### config.mk
export PLATFORM = sky130hd
export DESIGN_NAME = z2_bus_fsm
export DESIGN_NICKNAME = d
export VERILOG_FILES = /design/src/rtl/z2_bus_fsm_pkg.sv /design/src/rtl/z2_sync.sv /design/src/rtl/z2_bus_fsm.sv
export SDC_FILE = /design/constraint.sdc
export NUM_CORES = 1
export LEC_CHECK = 0
export CAP_MARGIN = 10
export CELL_PAD_IN_SITES_DETAIL_PLACEMENT = 1
export CELL_PAD_IN_SITES_GLOBAL_PLACEMENT = 2
export CORE_UTILIZATION = 32
export CTS_CLUSTER_SIZE = 25
export DETAILED_ROUTE_END_ITERATION = 6
export PLACE_DENSITY_LB_ADDON = 0.1
export SLEW_MARGIN = 10
export SYNTH_ARGS = -nofsm -noshare
export SYNTH_HDL_FRONTEND = slang
export SYNTH_SLANG_ARGS = --single-unit
### constraint.sdc
create_clock -name clk -period 3.2 [get_ports clk]
set_input_delay 0.48 -clock clk [delete_from_list [all_inputs] [get_ports clk]]
set_output_delay 0.48 -clock clk [all_outputs]
set_load 0.005 [all_outputs]
### src/rtl/z2_bus_fsm_pkg.sv
// Shared Zorro II bus-cycle state encoding, used by autoconfig, RAM and IDE blocks.
package z2_bus_fsm_pkg;

  localparam logic [1:0] Z2_IDLE  = 2'd0;
  localparam logic [1:0] Z2_START = 2'd1;
  localparam logic [1:0] Z2_DATA  = 2'd2;
  localparam logic [1:0] Z2_END   = 2'd3;

  localparam int WAIT_W = 3;

endpackage

### src/rtl/z2_sync.sv
// Reset-to-1 multi-flop synchroniser for the asynchronous active-low 68000 bus strobes.
module z2_sync #(
  parameter int STAGES = 2
) (
  input  logic clk,
  input  logic reset_n,
  input  logic d,
  output logic q
);

  logic [STAGES-1:0] sr;

  always_ff @(posedge clk or negedge reset_n) begin
    if (!reset_n) sr <= '1;
    else          sr <= {sr[STAGES-2:0], d};
  end

  assign q = sr[STAGES-1];

endmodule

### src/rtl/z2_bus_fsm.sv
// Zorro II slave bus-cycle sequencer: IDLE/START/DATA/END, DTACK and data-buffer control.
// Optional IDE wait states are enabled by defining Z2_IDE_WAIT_EN.
module z2_bus_fsm
  import z2_bus_fsm_pkg::*;
#(
  parameter int SYNC_STAGES     = 2,
  parameter int IDE_WAIT_CYCLES = 2
) (
  input  logic       clk,
  input  logic       reset_n,
  input  logic       as_n,
  input  logic       uds_n,
  input  logic       lds_n,
  input  logic       rw,
  input  logic       board_sel,
  input  logic       ide_sel,
  output logic [1:0] z2_state,
  output logic       dtack_oe,
  output logic       data_oe,
  output logic       wr_strobe,
  output logic       claimed
);

  if (SYNC_STAGES < 2 || IDE_WAIT_CYCLES < 0 || IDE_WAIT_CYCLES > 7) begin : g_param_check
    $error("z2_bus_fsm: SYNC_STAGES or IDE_WAIT_CYCLES out of range");
  end

  logic as_s;
  logic uds_s;
  logic lds_s;
  logic ds_s;
  logic rw_l;

  z2_sync #(.STAGES(SYNC_STAGES)) u_sync_as  (.clk(clk), .reset_n(reset_n), .d(as_n),  .q(as_s));
  z2_sync #(.STAGES(SYNC_STAGES)) u_sync_uds (.clk(clk), .reset_n(reset_n), .d(uds_n), .q(uds_s));
  z2_sync #(.STAGES(SYNC_STAGES)) u_sync_lds (.clk(clk), .reset_n(reset_n), .d(lds_n), .q(lds_s));

  // Low when either strobe is asserted.
  assign ds_s = uds_s & lds_s;

`ifdef Z2_IDE_WAIT_EN
  localparam logic [WAIT_W-1:0] WAIT_LOAD = WAIT_W'(IDE_WAIT_CYCLES);
  logic              ide_l;
  logic [WAIT_W-1:0] wait_cnt;
`else
  logic ide_sel_unused;
  assign ide_sel_unused = ide_sel;
`endif

  // Every exit to IDLE (normal end or abort) clears all bus drivers on the same edge.
  always_ff @(posedge clk or negedge reset_n) begin
    if (!reset_n) begin
      z2_state  <= Z2_IDLE;
      rw_l      <= 1'b0;
      claimed   <= 1'b0;
      dtack_oe  <= 1'b0;
      data_oe   <= 1'b0;
      wr_strobe <= 1'b0;
`ifdef Z2_IDE_WAIT_EN
      ide_l     <= 1'b0;
      wait_cnt  <= '0;
`endif
    end else begin
      wr_strobe <= 1'b0;
      case (z2_state)
        Z2_IDLE: begin
          if (!as_s) z2_state <= Z2_START;
        end
        Z2_START: begin
          rw_l    <= rw;
          claimed <= board_sel;
`ifdef Z2_IDE_WAIT_EN
          ide_l   <= ide_sel;
`endif
          if (as_s) begin
            z2_state <= Z2_IDLE;
            claimed  <= 1'b0;
          end else if (!board_sel) begin
            z2_state <= Z2_END;
          end else if (rw || !ds_s) begin
            z2_state  <= Z2_DATA;
            wr_strobe <= !rw;
            data_oe   <= rw;
`ifdef Z2_IDE_WAIT_EN
            wait_cnt  <= ide_sel ? WAIT_LOAD : '0;
`endif
          end
        end
        Z2_DATA: begin
          if (as_s) begin
            z2_state <= Z2_IDLE;
            claimed  <= 1'b0;
            data_oe  <= 1'b0;
`ifdef Z2_IDE_WAIT_EN
          end else if (ide_l && wait_cnt != '0) begin
            wait_cnt <= wait_cnt - 1'b1;
`endif
          end else begin
            z2_state <= Z2_END;
            dtack_oe <= claimed;
            data_oe  <= claimed & rw_l;
          end
        end
        default: begin
          if (as_s) begin
            z2_state <= Z2_IDLE;
            claimed  <= 1'b0;
            dtack_oe <= 1'b0;
            data_oe  <= 1'b0;
          end
        end
      endcase
    end
  end

endmodule

**Run 1: routing congestion map**

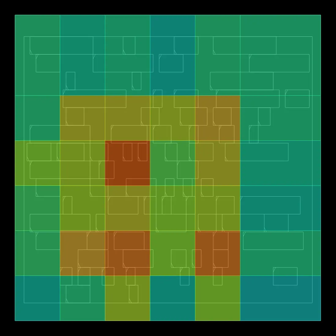
utilization of the core after routing: 45.56%
average wire per standard cell: 13.66 um
met3 track demand over resource: 5.769%
global route hottest layer: met2

**Run 1: placement by cell class**

Scale bar: 10 um.
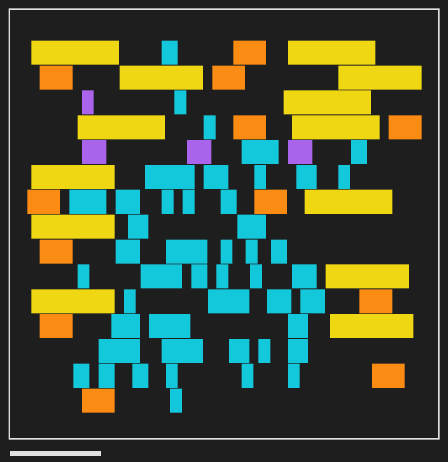
| class | colour | cells | share of their area |
|---|---|---|---|
| remaining logic cells | cyan | 47 | 39% |
| registers | yellow | 13 | 42% |
| clock drivers and dummy loads | purple | 4 | 3.3% |
| remaining buffers and delay cells | orange | 12 | 15% |

**Run 1: wiring by layer**

Scale bar: 10 um. Two of the layers only.
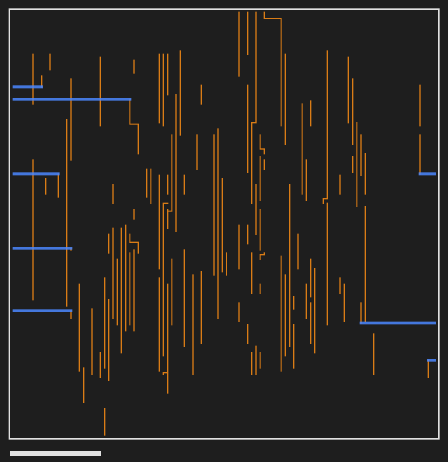
| layer | colour | wire length |
|---|---|---|
| M2 | orange | 691 um |
| M3 | blue | 43.2 um |
post-detailed-routing wire length: 1380 um
via count of the routed design: 499
global-route usage over all layers: 14.67%

run 1: final timing paths:
kind	startpoint	to	slack, ns	depth (start not counted)
worst max-delay path	z2_state[1]	data_oe	1.31	5
worst min register to register	u_sync_lds.sr[0]	u_sync_lds.sr[1]	0.36	0
worst min-delay path	u_sync_lds.sr[0]	u_sync_lds.sr[1]	0.36	0
max in group asynchronous	reset_n	u_sync_uds.sr[0]	2.25	1
worst max register to register	z2_state[1]	data_oe	1.31	5
min in group asynchronous	reset_n	z2_state[0]	0.58	1
run 1: cells in the mapped netlist, drive strengths merged:
| cell type | n |
|---|---|
| a31oi | 2 |
| a311oi | 1 |
| mux2 | 1 |
| nand2 | 5 |
| dfstp | 6 |
| o41ai | 1 |
| nand4bb | 1 |
| nor3 | 1 |
| clkinv | 1 |
| o211ai | 1 |
| inv | 3 |
| o31ai | 1 |
| a211oi | 1 |
| dfrtp | 7 |
| or3 | 2 |
| nor2 | 9 |
| a21boi | 1 |
| nand3 | 2 |
| o21ai | 2 |
| a21oi | 2 |
| nor3b | 2 |
| ha | 6 |
| or2 | 1 |
| a2111oi | 1 |
run 1: flip-flops by register name, summed over array words and instances (netlist names):
signal,cells
claimed,1
rw_l,1
dtack_oe,1
data_oe,1
u_sync_uds.sr,2
u_sync_lds.sr,2
z2_state,2
u_sync_as.sr,2
wr_strobe,1
run 1: worst max-delay path, delay by kind of cell, from the launching register on:
| kind | cells | cell delay, ns |
|---|---|---|
| DFF | 1 | 0.49 |
| adders and majority gates | 1 | 0.37 |
| AOI/OAI and AO/OA | 1 | 0.36 |
| muxes | 1 | 0.35 |
| buffers and inverters | 1 | 0.14 |
| and+or+nand+nor | 1 | 0.07 |
run 1: logic make-up after synthesis:
group                    Yosys count
AND/OR/NAND/NOR                   23
AND-OR/OR-AND                     13
flip-flops                        13
adder cells (fa/ha/maj)            6
buffers and inverters              4
multiplexers                       1
run 1: final cells by class:
| class | instances | area share, % |
|---|---|---|
| Multi-Input combinational cell | 43 | 35.82 |
| Inverter | 4 | 1.982 |
| Timing Repair Buffer | 12 | 14.63 |
| Tap cell | 25 | 3.811 |
| Clock buffer | 4 | 3.201 |
| Sequential cell | 13 | 40.55 |
run 1: routing by layer:
| metal | up-vias | global-route usage, % | wire, um |
|---|---|---|---|
| li1 | 247 | - | - |
| met1 | 244 | 16.43 | 646 |
| met2 | 8 | 26.94 | 690 |
| met3 | 0 | 5.769 | 43 |
| met4 | 0 | 1.714 | 0 |
| met5 | - | 0 | 0 |
run 1: power groups by stage:
stage          Combinational, mW  Clock (mW)  Sequential (mW)
3_5_place_dp               0.308           0            0.246
4_1_cts                    0.311      0.0996            0.243
5_1_grt                    0.346       0.106            0.247
3_3_place_gp               0.302           0            0.244
6_report                   0.308      0.0936            0.241
2_1_floorplan              0.197           0            0.237
run 1: metrics by stage:
stage	cell area (um2)	power (mW)	worst slack, ns	hold slack [ns]	utilization, %
floorplan	643.1	0.4335	1.508	0.1844	-
finish	820.8	0.6420	1.313	0.3589	45.56
global placement	794.5	0.5462	1.215	0.3458	44.10
CTS	820.8	0.6533	1.289	0.3616	45.56
global route	820.8	0.6996	1.223	0.3665	45.56
detailed placement	794.5	0.5539	1.224	0.3510	44.10
==> GITHUB_STEP_SUMMARY, run 1 <==
### Yosys + OpenROAD results

| Metric | Value |
|---|---|
| Maximum vdd ir drop | 0.0003541 V |
| Floorplan die height | 46.83 um |
| Worst hold path type | register to register |
| Final tally of max-slew violations | 0 |
| Critical-path top delay cell | sky130_fd_sc_hd__dfrtp_1 |
| Clock slew seen by the registers of the worst setup and hold paths | 0.07 ns |
| Detailed router's first-iteration violation count | 4 |
| Share of power burned in registers | 37.5% |
| Tally of OpenROAD warnings | 31 |
| H-tree lvl count | 1 |
| Flops out of synthesis | 13 |
| Internal Power | 0.4016 mW |
| # rows | 15 |
| CP Data Required Time | 3.35 ns |
| Fraction of synthesized cell area taken by the top area cell type | 27.24% |
| Area leader, netlist | sky130_fd_sc_hd__dfrtp_1 |
| PostCTS Resize Cnt | 0 |
| Peak clock frequency supported by timing | 0.5299 GHz |
| Remaining DRCs | 0 |
| Area taken by flip-flops and latches | 332.8 um2 |
| Syn Inst Count | 60 |
| Syn_nets | 74 |
| Distinct lib cells used | 24 |
| Total power divided by cell area | 782.1 nW/um2 |
| CP peak stage delay | 0.49 ns |
| Number of warnings issued by yosys | 0 |
| Chip area line of the yosys report | 643.1 um2 |
| Layout Nets | ~91 |
| GR Overflow Total | 0 |
| Combined area of the multi-input logic cells | 294.0 um2 |
| Skew final | ~0.0021 ns |
| Most instantiated logic cells after routing | sky130_fd_sc_hd__clkdlybuf4s50_1, sky130_fd_sc_hd__nor2_1, sky130_fd_sc_hd__dfrtp_1 |
| Number of top-level design ports | 14 |
| Cell chain of the critical path | inv_1, ha_1, nor2_1, a2111oi_2, mux2_1 |
| Fp util | 35.69% |
| Final standard cell count with taps included and fillers excluded | around 100 |
| Yosys Instances | ~60 |
| TritonCTS clock tree | yes |
| Number of search-and-repair iterations in the first detailed-routing pass | 3 |
| Worst path arrival time | 2.04 ns |
| Die outline area | ~2200 um2 |
| Setup TNS after final layout | 0 ns |
| Pin count of the biggest net entering global routing | 14 |
| Clk Tree Root Cell | sky130_fd_sc_hd__clkbuf_4 |
| Insertion Delay late pin | 0.26 ns |
| Area growth syn-to-layout | 27.63% |
| Result of the run | finished clean |
| Net switching component of the power | 0.2403 mW |
| Most frequent logic cell in the layout | sky130_fd_sc_hd__clkdlybuf4s50_1 |
| Die boundary width | approximately 47 um |
| Weighted congestion at the end of routability-driven global placement | a little over 0.8 |
| Number of sinks on the clock net | 13 |
| Inserted Clock Buffers | 3 |
| Count of hold-fix buffers inserted at cts | 0 |
| Leading cell types by total area after synthesis | sky130_fd_sc_hd__dfrtp_1, sky130_fd_sc_hd__dfstp_2, sky130_fd_sc_hd__ha_1 |
| MUX area fraction | 1.751% |
| Compound-gate portion of the synthesized area | 14.79% |
| Share of the clock period used by the worst path | 58.97% |
**Run 1: signal metal coverage by tile**

Scale bar: 10 um. The die is cut into 9 by 9 equal tiles; black is low, pale yellow is high, scaled to the fullest tile. Values are wire area over tile area, all layers added.
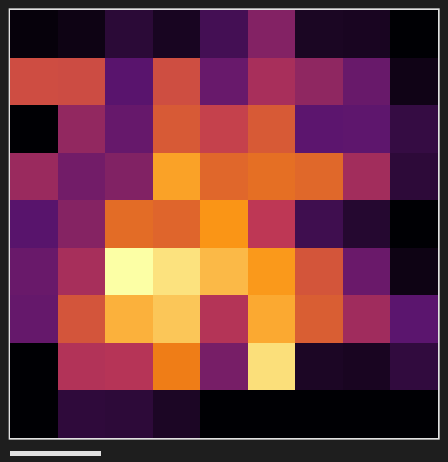

==> run 1 -> run 2 <==
--- a/config.mk
+++ b/config.mk
@@ -8,7 +8,7 @@
 export CAP_MARGIN = 10
 export CELL_PAD_IN_SITES_DETAIL_PLACEMENT = 1
 export CELL_PAD_IN_SITES_GLOBAL_PLACEMENT = 2
-export CORE_UTILIZATION = 32
+export CORE_UTILIZATION = 30
 export CTS_CLUSTER_SIZE = 25
 export DETAILED_ROUTE_END_ITERATION = 6
 export PLACE_DENSITY_LB_ADDON = 0.1
==> constraint.sdc (replaced) <==
create_clock -name clk -period 2 [get_ports clk]
set_input_delay 0.3 -clock clk [delete_from_list [all_inputs] [get_ports clk]]
set_output_delay 0.3 -clock clk [all_outputs]
set_load 0.005 [all_outputs]
**Run 2: signal metal coverage by tile**

Scale bar: 10 um. The die is cut into 10 by 10 equal tiles; black is low, pale yellow is high, scaled to the fullest tile. Values are wire area over tile area, all layers added.
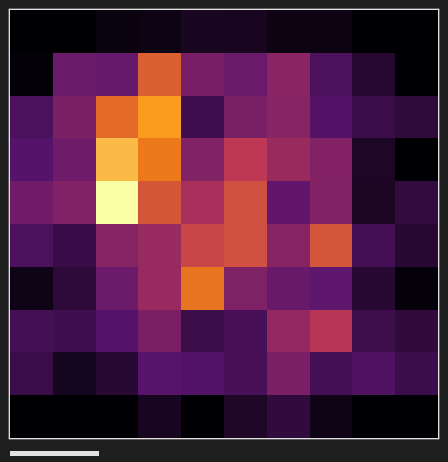
mean over tiles: 0.096
densest ninth of the die: middle
tiles over half the peak: 13%
fullest tile: 0.39

**Run 2: selected gate families**

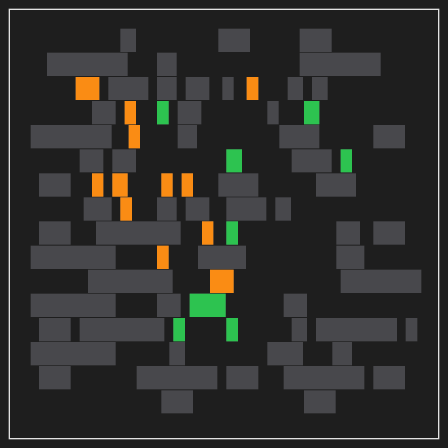
| family | colour | cells |
|---|---|---|
| nor cells | orange | 12 |
| nand cells | green | 8 |
multi-input logic portion of the cell area: 35.02%
final standard cell count with taps included and fillers excluded: 105
most frequent logic cell in the layout: sky130_fd_sc_hd__clkdlybuf4s50_1

==> run 2 against run 1 <==
Compared with the run above:
- worst hold slack lost 0.0039 ns
- global-route usage grew 0.40 points
- critical path depth is the same
- first-iteration DRC count shrank 75%
- sequential power grew 51%
- combinational power grew 79%
- die area grew 6.4%
- wire length grew 5.9%
- maximum frequency grew 3.5%
- highest routed layer is now met4
==> GITHUB_STEP_SUMMARY, run 2 <==
### Yosys + OpenROAD results

| Metric | Value |
|---|---|
| Area leader, netlist | sky130_fd_sc_hd__dfrtp_1 |
| Average wire per standard cell | 13.91 um (+1.8%) |
| Kind of cell adding the most delay to the critical path | flip-flops |
| Share of the clock period used by the worst path | 91.18% (+32 points) |
| Critical-path top delay cell | sky130_fd_sc_hd__dfrtp_1 |
| Number of search-and-repair iterations in the first detailed-routing pass | 2 (-1) |
| Number of cells on the worst hold path | 0 (unchanged) |
| Post-Place Setup Slack | 0.1717 ns (-1.052 ns) |
| Result of the run | finished clean |
| Floorplan die height | 48.30 um (+3.1%) |
| Worst Hold Launch | u_sync_as.sr[0] |
| Die outline area | 2333 um2 (+6.4%) |
| Depth of the worst register-to-register path | 5 (unchanged) |
| Hold Path End | u_sync_as.sr[1] |
| Area growth syn-to-layout | 30.54% |
| H-tree lvl count | 1 (unchanged) |
| Total power divided by cell area | 1293 nW/um2 (+65%) |
| Via count of the routed design | 521 (+4.4%) |
| CP Data Required Time | 2.17 ns (-1.18 ns) |
| Flip-flops with a built-in enable | 0 (unchanged) |
| Die boundary width | 48.30 um (+3.1%) |
| Inserted Clock Buffers | 3 (unchanged) |
| Cell types with the highest counts after synthesis | sky130_fd_sc_hd__nor2_1, sky130_fd_sc_hd__dfrtp_1, sky130_fd_sc_hd__dfstp_2, sky130_fd_sc_hd__ha_1, sky130_fd_sc_hd__nand2_1 |
| Peak clock frequency supported by timing | 0.5483 GHz (+3.5%) |
| Distinct lib cells used | 24 (unchanged) |
| Leading cell types by total area after synthesis | sky130_fd_sc_hd__dfrtp_1, sky130_fd_sc_hd__dfstp_2, sky130_fd_sc_hd__ha_1 |
| TritonCTS clock tree | yes |
| Fp util | 32.45% (-3.2 points) |
| Overall power consumption | 1.085 mW (+69%) |
| Weighted congestion at the end of routability-driven global placement | 0.7722 (-4.1%) |
| Number of warnings issued by yosys | 0 (unchanged) |
| Pin count of the biggest net entering global routing | 14 (unchanged) |
| Remaining DRCs | 0 (unchanged) |
| Startpoint of the most critical register-to-register path | z2_state[0] |
| Count of hold-fix buffers inserted at cts | 0 (unchanged) |
==> run 2: power by group <==
part	internal (mW)	switching, mW	total, mW
sequential	0.324	0.0390	0.363
clock	0.0742	0.0962	0.170
combinational	0.267	0.285	0.552
==> run 2: cells by family after synthesis <==
| logic type | Yosys count | synth area share (%) |
|---|---|---|
| AND-OR/OR-AND | 13 | 14.79 |
| multiplexers | 1 | 1.751 |
| adder cells (fa/ha/maj) | 6 | 11.67 |
| flip-flops | 13 | 51.75 |
| AND/OR/NAND/NOR | 23 | 17.51 |
| buffers and inverters | 4 | 2.528 |
==> run 2: worst max path at each step <==
stage / start / to / cells after the start
detailed placement: board_sel / data_oe / 4
CTS: z2_state[0] / data_oe / 5
finish: z2_state[0] / data_oe / 5
global placement: board_sel / data_oe / 4
floorplan: z2_state[1] / data_oe / 5
global route: z2_state[0] / data_oe / 5
==> run 2: per-stage QoR <==
step,hold WS (ns),instances,instance area [um2]
floorplan,0.004409,60,643.1
global placement,0.3456,101,812.0
detailed placement,0.3473,101,812.0
CTS,0.3611,105,839.6
global route,0.3514,105,839.6
finish,0.3550,105,839.6
==> run 2: layer usage <==
metal / wire (um) / global-route usage (%)
met5: 0 / 0
met4: 12 / 5.882
met1: 764 / 19.48
met3: 47 / 4.088
met2: 638 / 23.94
==> run 2: final cells by class <==
type / instances / area, um2 / area share (%)
multi-input cells: 43 / 294.0 / 35.02
clock inverters: 1 / 5.005 / 0.5961
flip-flops and latches: 13 / 332.8 / 39.64
well taps: 27 / 33.78 / 4.024
clock buffers: 3 / 22.52 / 2.683
repair buffers: 14 / 135.1 / 16.10
inverters: 4 / 16.27 / 1.937
==> run 2: worst reg2reg max path, cell delays in order (launching register included) <==
cell and delay, ns:
sky130_fd_sc_hd__dfrtp_1 0.44, sky130_fd_sc_hd__inv_1 0.10, sky130_fd_sc_hd__ha_1 0.36, sky130_fd_sc_hd__nor2_1 0.08
sky130_fd_sc_hd__a2111oi_2 0.38, sky130_fd_sc_hd__mux2_1 0.36
**Run 2: routing congestion map**

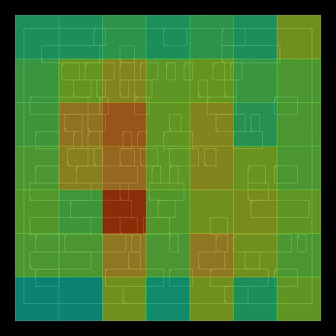

==> run 2 -> run 3 <==
--- a/config.mk
+++ b/config.mk
@@ -8,6 +8,7 @@
 export CAP_MARGIN = 10
 export CELL_PAD_IN_SITES_DETAIL_PLACEMENT = 1
 export CELL_PAD_IN_SITES_GLOBAL_PLACEMENT = 2
+export CORE_ASPECT_RATIO = 1.5
 export CORE_UTILIZATION = 30
 export CTS_CLUSTER_SIZE = 25
 export DETAILED_ROUTE_END_ITERATION = 6
**Run 3: routing congestion map**

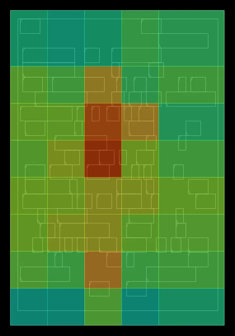
utilization of the core after routing: 41.42%
met2 track demand over resource in global routing: 26.00%
met3 track demand over resource: 3.396%
met1 layer usage reported by global route: 17.80%
global-route usage over all layers: 15.73%

**Run 3: wiring by layer**

Scale bar: 10 um. Two of the layers only.
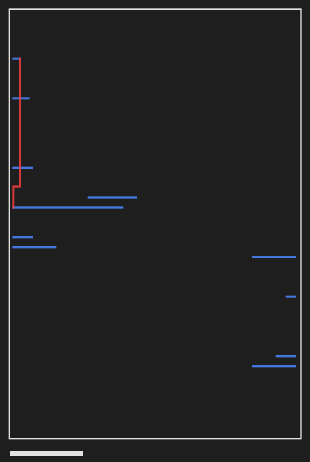
| layer | colour | wire length |
|---|---|---|
| M4 | red | 21.3 um |
| M3 | blue | 50.4 um |
via count of the routed design: 511
post-detailed-routing wire length: 1507 um
average wire per standard cell: 14.92 um

==> run 3 against run 2 <==
Compared with the run above:
- worst hold slack better by 0.0011 ns
- via count fell by 1.9%
- cell area did not move
==> GITHUB_STEP_SUMMARY, run 3 <==
### Yosys + OpenROAD results

| Metric | Value |
|---|---|
| Final-layout fill cell count | ~240 |
| Area taken by flip-flops and latches | 332.8 um2 (unchanged) |
| Total standard cell area after synthesis | 643.1 um2 |
| Compound-gate portion of the synthesized area | 14.79% (unchanged) |
| Startpoint of the most critical register-to-register path | z2_state[1] |
| Count of hold-fix buffers inserted at cts | 0 (unchanged) |
| Final design instance area without fill | 839.6 um2 (unchanged) |
| Worst Hold Launch | u_sync_uds.sr[0] |
| Final standard cell count with taps included and fillers excluded | 101 (-3.8%) |
| Total power divided by cell area | 1294 nW/um2 (+0.13%) |
| Peak clock frequency supported by timing | 0.5795 GHz (+5.7%) |
| Final tally of max-slew violations | 0 |
| Flip-flops with a built-in enable | 0 (unchanged) |
| Combinational cell fraction of total power | 52.7% (+1.9 points) |
| Endpoint of the most critical register-to-register path | data_oe |
| Area growth syn-to-layout | 30.54% (unchanged) |
| MUX area fraction | 1.751% (unchanged) |
| Floorplan die height | 58.71 um (+22%) |
| Kind of cell adding the most delay to the critical path | adder cells |
| Detailed router's first-iteration violation count | 6 |
| Number of sinks on the clock net | 13 |
| Most frequent logic cell in the layout | sky130_fd_sc_hd__clkdlybuf4s50_1 |
| Leading cell types by total area after synthesis | sky130_fd_sc_hd__dfrtp_1, sky130_fd_sc_hd__dfstp_2, sky130_fd_sc_hd__ha_1 |
| Net switching component of the power | 0.4079 mW (-2.9%) |
| Number of cells on the worst hold path | 0 (unchanged) |
| Area leader, netlist | sky130_fd_sc_hd__dfrtp_1 |
| AND/OR/NAND/NOR Cells, Area Fraction | 17.51% (unchanged) |
| Distinct lib cells used | 24 (unchanged) |
| Depth of the worst register-to-register path | 5 (unchanged) |
| Critical-path top delay cell | sky130_fd_sc_hd__ha_1 |
| # rows | 20 |
| Post-route antenna net violation count | 0 |
| Max layer used | met4 |
| Number of warnings issued by yosys | 0 (unchanged) |
| Result of the run | finished clean |
| Hold Path End | u_sync_uds.sr[1] |
| Syn_nets | 74 |
| Post-detailed-placement cell area | 813.3 um2 (+0.15%) |
| Total length of routed met2 wires | 783 um (+23%) |
| Internal Power | 0.6789 mW (+2.0%) |
| Cell chain of the critical path | inv_1, ha_1, nor2_1, a2111oi_2, mux2_1 |
| Pin count of the biggest net entering global routing | 14 (unchanged) |
| Mean number of vias per cell | 5.059 |
| TritonCTS clock tree | yes |
| Dominant non-sequential cell family after synthesis | simple AND/OR/NAND/NOR gates |
| Crit-path max FO | 4 |
| Wire length the detailed router placed on met1 | 651 um (-15%) |
| CP Data Required Time | 2.16 ns (about the same) |
| Insertion Delay late pin | 0.27 ns |
| Fraction of synthesized cell area taken by the top area cell type | a little over a quarter |
| Weighted congestion at the end of routability-driven global placement | 0.6960 (-9.9%) |
| Share of the clock period used by the worst path | 86.29% (-4.9 points) |
| Met3 wirelength from detailed routing | 50 um (+6.4%) |
| Maximum clock path buffer count | 2 |
| Post-Synth Adder-Cell Area | 11.67% (unchanged) |
| H-tree lvl count | 1 (unchanged) |
| Core region area | 2027 um2 |
| Inserted Clock Buffers | 3 (unchanged) |
| Remaining DRCs | 0 (unchanged) |
| Sequential element share of the synthesized area | 51.75% |
| Cell types with the highest counts after synthesis | sky130_fd_sc_hd__nor2_1, sky130_fd_sc_hd__dfrtp_1, sky130_fd_sc_hd__dfstp_2, sky130_fd_sc_hd__ha_1, sky130_fd_sc_hd__nand2_1 |
| Power share of the clock group | 14.9% (-0.8 points) |
| Switching share of total power | 37.54% (-1.2 points) |
| Die outline area | 2337 um2 (+0.17%) |
| WS Path Type | register to register |
| Area share of xor/xnor cells in the synthesized design | 0% (unchanged) |
| Layout Nets | between 90 and 100 |
| Yosys Instances | 60 |
| Number of search-and-repair iterations in the first detailed-routing pass | 4 (+2) |
| Fp util | 31.73% (-0.72 points) |
| Die boundary width | 39.81 um (-18%) |
| Share of power burned in registers | 32.4% (-1.1 points) |
| Worst Max-Slew Pin Slew | roughly 0.6 ns |
| Count of placed standard cells including taps | 97 (-4.0%) |
| Overall power consumption | 1.087 mW (+0.13%) |
| Combined area of the multi-input logic cells | 294.0 um2 (unchanged) |
run 3: netlist changes by cell type in the layout (fill, tap and decap cells not counted):
cell | previous run | this run
sky130_fd_sc_hd__clkbuf_1 | 0 | 1
sky130_fd_sc_hd__buf_4 | 2 | 3
sky130_fd_sc_hd__clkinv_2 | 2 | 1
run 3: worst reg2reg max path, cell delays in order, from the launching register on:
cell                        delay (ns)
sky130_fd_sc_hd__dfrtp_1          0.35
sky130_fd_sc_hd__inv_1            0.10
sky130_fd_sc_hd__ha_1             0.37
sky130_fd_sc_hd__nor2_1           0.08
sky130_fd_sc_hd__a2111oi_2        0.37
sky130_fd_sc_hd__mux2_1           0.36
run 3: power by group through the flow:
| stage | clock (mW) | combinational (mW) | sequential (mW) |
|---|---|---|---|
| 6_report | 0.162 | 0.573 | 0.352 |
| 5_1_grt | 0.180 | 0.646 | 0.358 |
| 4_1_cts | 0.173 | 0.581 | 0.354 |
| 3_5_place_dp | 0 | 0.576 | 0.359 |
| 3_3_place_gp | 0 | 0.579 | 0.355 |
| 2_1_floorplan | 0 | 0.314 | 0.379 |
run 3: through the flow:
stage | hold slack (ns) | setup slack (ns)
after global placement | 0.3459 | 0.2311
after floorplan | 0.004409 | 0.3076
after global routing | 0.3639 | 0.1643
after detailed placement | 0.3498 | 0.1764
final | 0.3561 | 0.2743
after CTS | 0.3533 | 0.2734
run 3: layout make-up:
class	instances	share of cell area, %
Sequential cell	13	39.64
Multi-Input combinational cell	43	35.02
Timing Repair Buffer	15	16.99
Tap cell	22	3.279
Clock buffer	4	3.130
Inverter	4	1.937
run 3: layer usage:
layer | GRT usage, % | vias to the layer above
met2 | 26.00 | 11
met1 | 17.80 | 248
met4 | 8.867 | 0
met5 | 0 | -
li1 | - | 250
met3 | 3.396 | 2
run 3: how the worst max path moves through the flow:
| stage | from | endpoint | slack [ns] | depth (start not counted) |
|---|---|---|---|---|
| 2_1_floorplan | z2_state[1] | data_oe | 0.31 | 5 |
| 3_3_place_gp | board_sel | data_oe | 0.23 | 4 |
| 3_5_place_dp | board_sel | data_oe | 0.18 | 4 |
| 4_1_cts | z2_state[1] | data_oe | 0.27 | 5 |
| 5_1_grt | z2_state[1] | z2_state[1] | 0.16 | 6 |
| 6_report | z2_state[1] | data_oe | 0.27 | 5 |
run 3: kinds of logic (layout without fill, tap and decap cells):
group / Yosys count / count (layout)
adder cells (fa/ha/maj): 6 / 6
flip-flops: 13 / 13
AND/OR/NAND/NOR: 23 / 23
multiplexers: 1 / 1
buffers and inverters: 4 / 23
AND-OR/OR-AND: 13 / 13
No activity file was given, so power comes from the tool's default toggle rates.
